**config.mk**
```make
export PLATFORM = sky130hd
export DESIGN_NAME = prod_accum
export DESIGN_NICKNAME = d
export VERILOG_FILES = /design/src/rtl/prod_accum.sv
export SDC_FILE = /design/constraint.sdc
export NUM_CORES = 1
export LEC_CHECK = 0
export ABC_AREA = 1
export ABC_CLOCK_PERIOD_IN_PS = 4990
export CELL_PAD_IN_SITES_DETAIL_PLACEMENT = 1
export CELL_PAD_IN_SITES_GLOBAL_PLACEMENT = 1
export CORE_MARGIN = 3
export CORE_UTILIZATION = 40
export DETAILED_ROUTE_END_ITERATION = 8
export PLACE_DENSITY_LB_ADDON = 0.1
export SYNTH_ARGS = -nofsm -noshare
export SYNTH_HDL_FRONTEND = slang
export SYNTH_SLANG_ARGS = --single-unit
```
**constraint.sdc**
```tcl
create_clock -name clk -period 4.99 [get_ports clk]
set_clock_uncertainty 0.1 [all_clocks]
set_input_delay 0.998 -clock clk [delete_from_list [all_inputs] [get_ports clk]]
set_output_delay 0.998 -clock clk [all_outputs]
set_load 0.005 [all_outputs]
```
**src/rtl/prod_accum.sv**
```systemverilog
// prod_accum: sums COUNT consecutive accepted products from an upstream
// multiplier and presents the total with a valid/ready handshake.
// ACC collects products; HOLD keeps the finished sum until it is consumed.
module prod_accum #(
  parameter int N     = 8,
  parameter int COUNT = 4,
  localparam int AW   = 2*N + $clog2(COUNT),
  localparam int CW   = $clog2(COUNT+1)
) (
  input  logic          clk,
  input  logic          Reset,
  input  logic [2*N-1:0] P_in,
  input  logic          P_valid,
  output logic          P_ready,
  input  logic          Clear,
  output logic [AW-1:0] Sum_out,
  output logic          Sum_valid,
  input  logic          Sum_ready,
  output logic [CW-1:0] Cnt
);

  typedef enum logic {
    ACC  = 1'b0,
    HOLD = 1'b1
  } state_e;

  localparam logic [CW-1:0] LAST_IDX = CW'(COUNT - 1);

  state_e        state_q, state_d;
  logic [AW-1:0] acc_q, acc_d;
  logic [AW-1:0] sum_q, sum_d;
  logic [CW-1:0] cnt_q, cnt_d;

  // State, accumulator, count and result registers; reset discards everything.
  always_ff @(posedge clk or negedge Reset) begin
    if (!Reset) begin
      state_q <= ACC;
      acc_q   <= '0;
      sum_q   <= '0;
      cnt_q   <= '0;
    end else begin
      state_q <= state_d;
      acc_q   <= acc_d;
      sum_q   <= sum_d;
      cnt_q   <= cnt_d;
    end
  end

  // Next-state and datapath: Clear wins over any product or downstream handshake.
  always_comb begin
    state_d = state_q;
    acc_d   = acc_q;
    sum_d   = sum_q;
    cnt_d   = cnt_q;
    if (Clear) begin
      state_d = ACC;
      acc_d   = '0;
      cnt_d   = '0;
    end else begin
      case (state_q)
        ACC: begin
          if (P_valid) begin
            if (cnt_q == LAST_IDX) begin
              // Final product: publish the total and restart the running sum.
              sum_d   = acc_q + AW'(P_in);
              acc_d   = '0;
              cnt_d   = '0;
              state_d = HOLD;
            end else begin
              acc_d = acc_q + AW'(P_in);
              cnt_d = cnt_q + CW'(1);
            end
          end
        end
        HOLD: begin
          // Products are refused here, so P_valid is irrelevant.
          if (Sum_ready) begin
            state_d = ACC;
          end
        end
        default: begin
          state_d = ACC;
        end
      endcase
    end
  end

  // Outputs depend on registered state only.
  always_comb begin
    P_ready   = (state_q == ACC);
    Sum_valid = (state_q == HOLD);
    Sum_out   = sum_q;
    Cnt       = cnt_q;
  end

endmodule

```
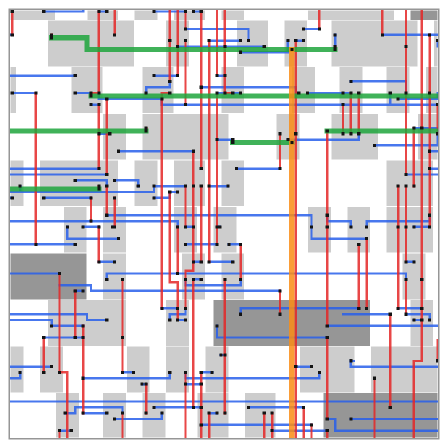
*A small window of the routed layout*
Window x 30 to 55, y 30 to 55 um. Cells in grey, sequential cells in the stronger grey; small squares are vias.
Key: metal 3 = green; metal 2 = red; metal 1 = blue; metal 4 = orange
Netlist names of flops here include acc_q (2). Sequential cells in the window: 2. Most frequent: nand2_1 (20), inv_1 (8). 50 logic cells have their middle in the window.

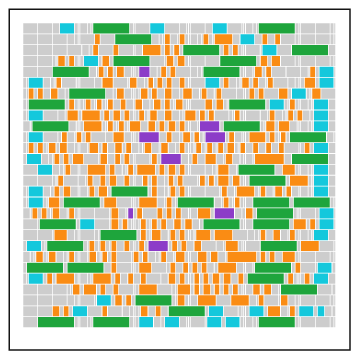
*Placement by cell class*
Drawn at 4 px/um. Fill, decap, tap and diode cells in grey.
Key: combinational and other logic = orange [cells 282, share of their area 49%]; sequential cells = green [cells 40, share of their area 34%]; clock drivers and dummy loads = purple [cells 8, share of their area 3.2%]; remaining buffers and delay cells = cyan [cells 43, share of their area 14%]

==> impl_metrics.ini <==
; physical design summary
[clock_network]
numCtsBuffers = 5
root_buffer = clkbuf_8
cts_tree = yes

[status]
status = complete, no violations

[flow_run]
max_cap_violations = 0

[worst_setup_path]
path_common_cell = nand2_1
crit_path_max_incr_delay_ns = 0.42
crit_path_end_kind = flop
cp-startpoint = P_in[0]
r2r_start = acc_q[0]$_DFFE_PN0P_
start_kind = primary input

[floorplanning]
fp-row-count = 28
die_area_um2 = 7200
coreArea_um2 = 5960
die_w_um = 84.8
die_y_um = 84.8
io_pins = 44

[yosys]
syn_nets = 365
yosys_warnings = 0
ys.flops = 40

[final_timing]
tns_ns = 0
maxSlewHeadroom_pct = 37.6
tightest_slew_ns = 0.936
hold_viol = 0

[global_route]
gr-max-usage-layer = met2
grt_max_degree = 41

[final_layout]
fin_util_pct = 51.5
diodes = 0
drive_gt1_share_pct = 7.24
fin_area_um2 = 3070
finalNetCount = 411

[placed_design]
dpl_cell_area_um2 = 2980
port_buffers = 43

[pwr]
finalPower_mw = 0.982

[route]
num_vias = 2279
-- area by class of cell --
cell class / instances / area [um^2]
fill: 756 / 2890
sequential: 40 / 1000
multi-input combinational: 250 / 1330
timing repair buffer: 43 / 425
clock buffer: 7 / 86.3
tap: 75 / 93.8
inverter: 32 / 123
clock inverter: 1 / 7.51
-- tightest hold or removal path, delay by kind of cell, from the launching register on --
kind	cells	cell delay, ns
flops	1	0.35
simple gates	1	0.06
compound gates	1	0.05
-- cells by family after synthesis --
| logic type | after synthesis | synth area share [%] |
|---|---|---|
| buf+inv | 36 | 6.14 |
| fa+ha+maj | 18 | 9.36 |
| xor+xnor | 7 | 2.47 |
| flops | 40 | 40.3 |
| compound gates | 40 | 9.06 |
| simple gates | 185 | 32.7 |
-- metal layers --
metal  share of wire, %  routed length [um]
met1                 49                3120
met2                 46                2920
met3                4.7                 298
met4               0.97                  62
met5                  0                   0
-- final timing paths --
kind                                           end  cells after the start
max                          acc_q[14]$_DFFE_PN0P_                     11
min                         Sum_out[2]$_DFFE_PN0P_                      2
max reg2reg                  acc_q[14]$_DFFE_PN0P_                     10
min reg2reg                 Sum_out[2]$_DFFE_PN0P_                      2
max in group asynchronous  Sum_out[14]$_DFFE_PN0P_                      1
min in group asynchronous     acc_q[3]$_DFFE_PN0P_                      1
-- per-stage QoR --
step / worst slack, ns / cells / hold WS [ns]
after floorplan: 2.54 / 326 / 0.353
after global placement: 1.97 / 440 / 0.363
after detailed placement: 1.88 / 440 / 0.369
after CTS: 2.18 / 448 / 0.388
after global routing: 1.99 / 448 / 0.424
final: 2.21 / 448 / 0.386
-- synth_stat cells (all sizes together) --
cell,number,share of area (%)
a21o,1,0.30
a21oi,13,2.6
a22o,1,0.35
and2,1,0.25
buf,2,0.91
clkbuf,2,0.30
dfrtp,40,40
fa,1,0.81
ha,17,8.6
inv,32,4.9
nand2,126,19
nand3,27,5.6
nand3b,8,2.4
nor2,20,4.4
nor3,3,0.60
o211ai,1,0.30
o21ai,22,4.9
o21bai,1,0.30
o31ai,1,0.30
xnor2,5,1.8
xor2,2,0.70
-- power breakdown --
part,total [mW],switching (mW),internal [mW]
sequential,0.403,0.0293,0.373
clock,0.232,0.120,0.113
combinational,0.348,0.189,0.159
-- sequential cells by signal (all words and copies together), names as in the netlist --
name       count
acc_q         18
Cnt            3
Sum_out       18
Sum_valid      1
No activity file was given, so power comes from the tool's default toggle rates.
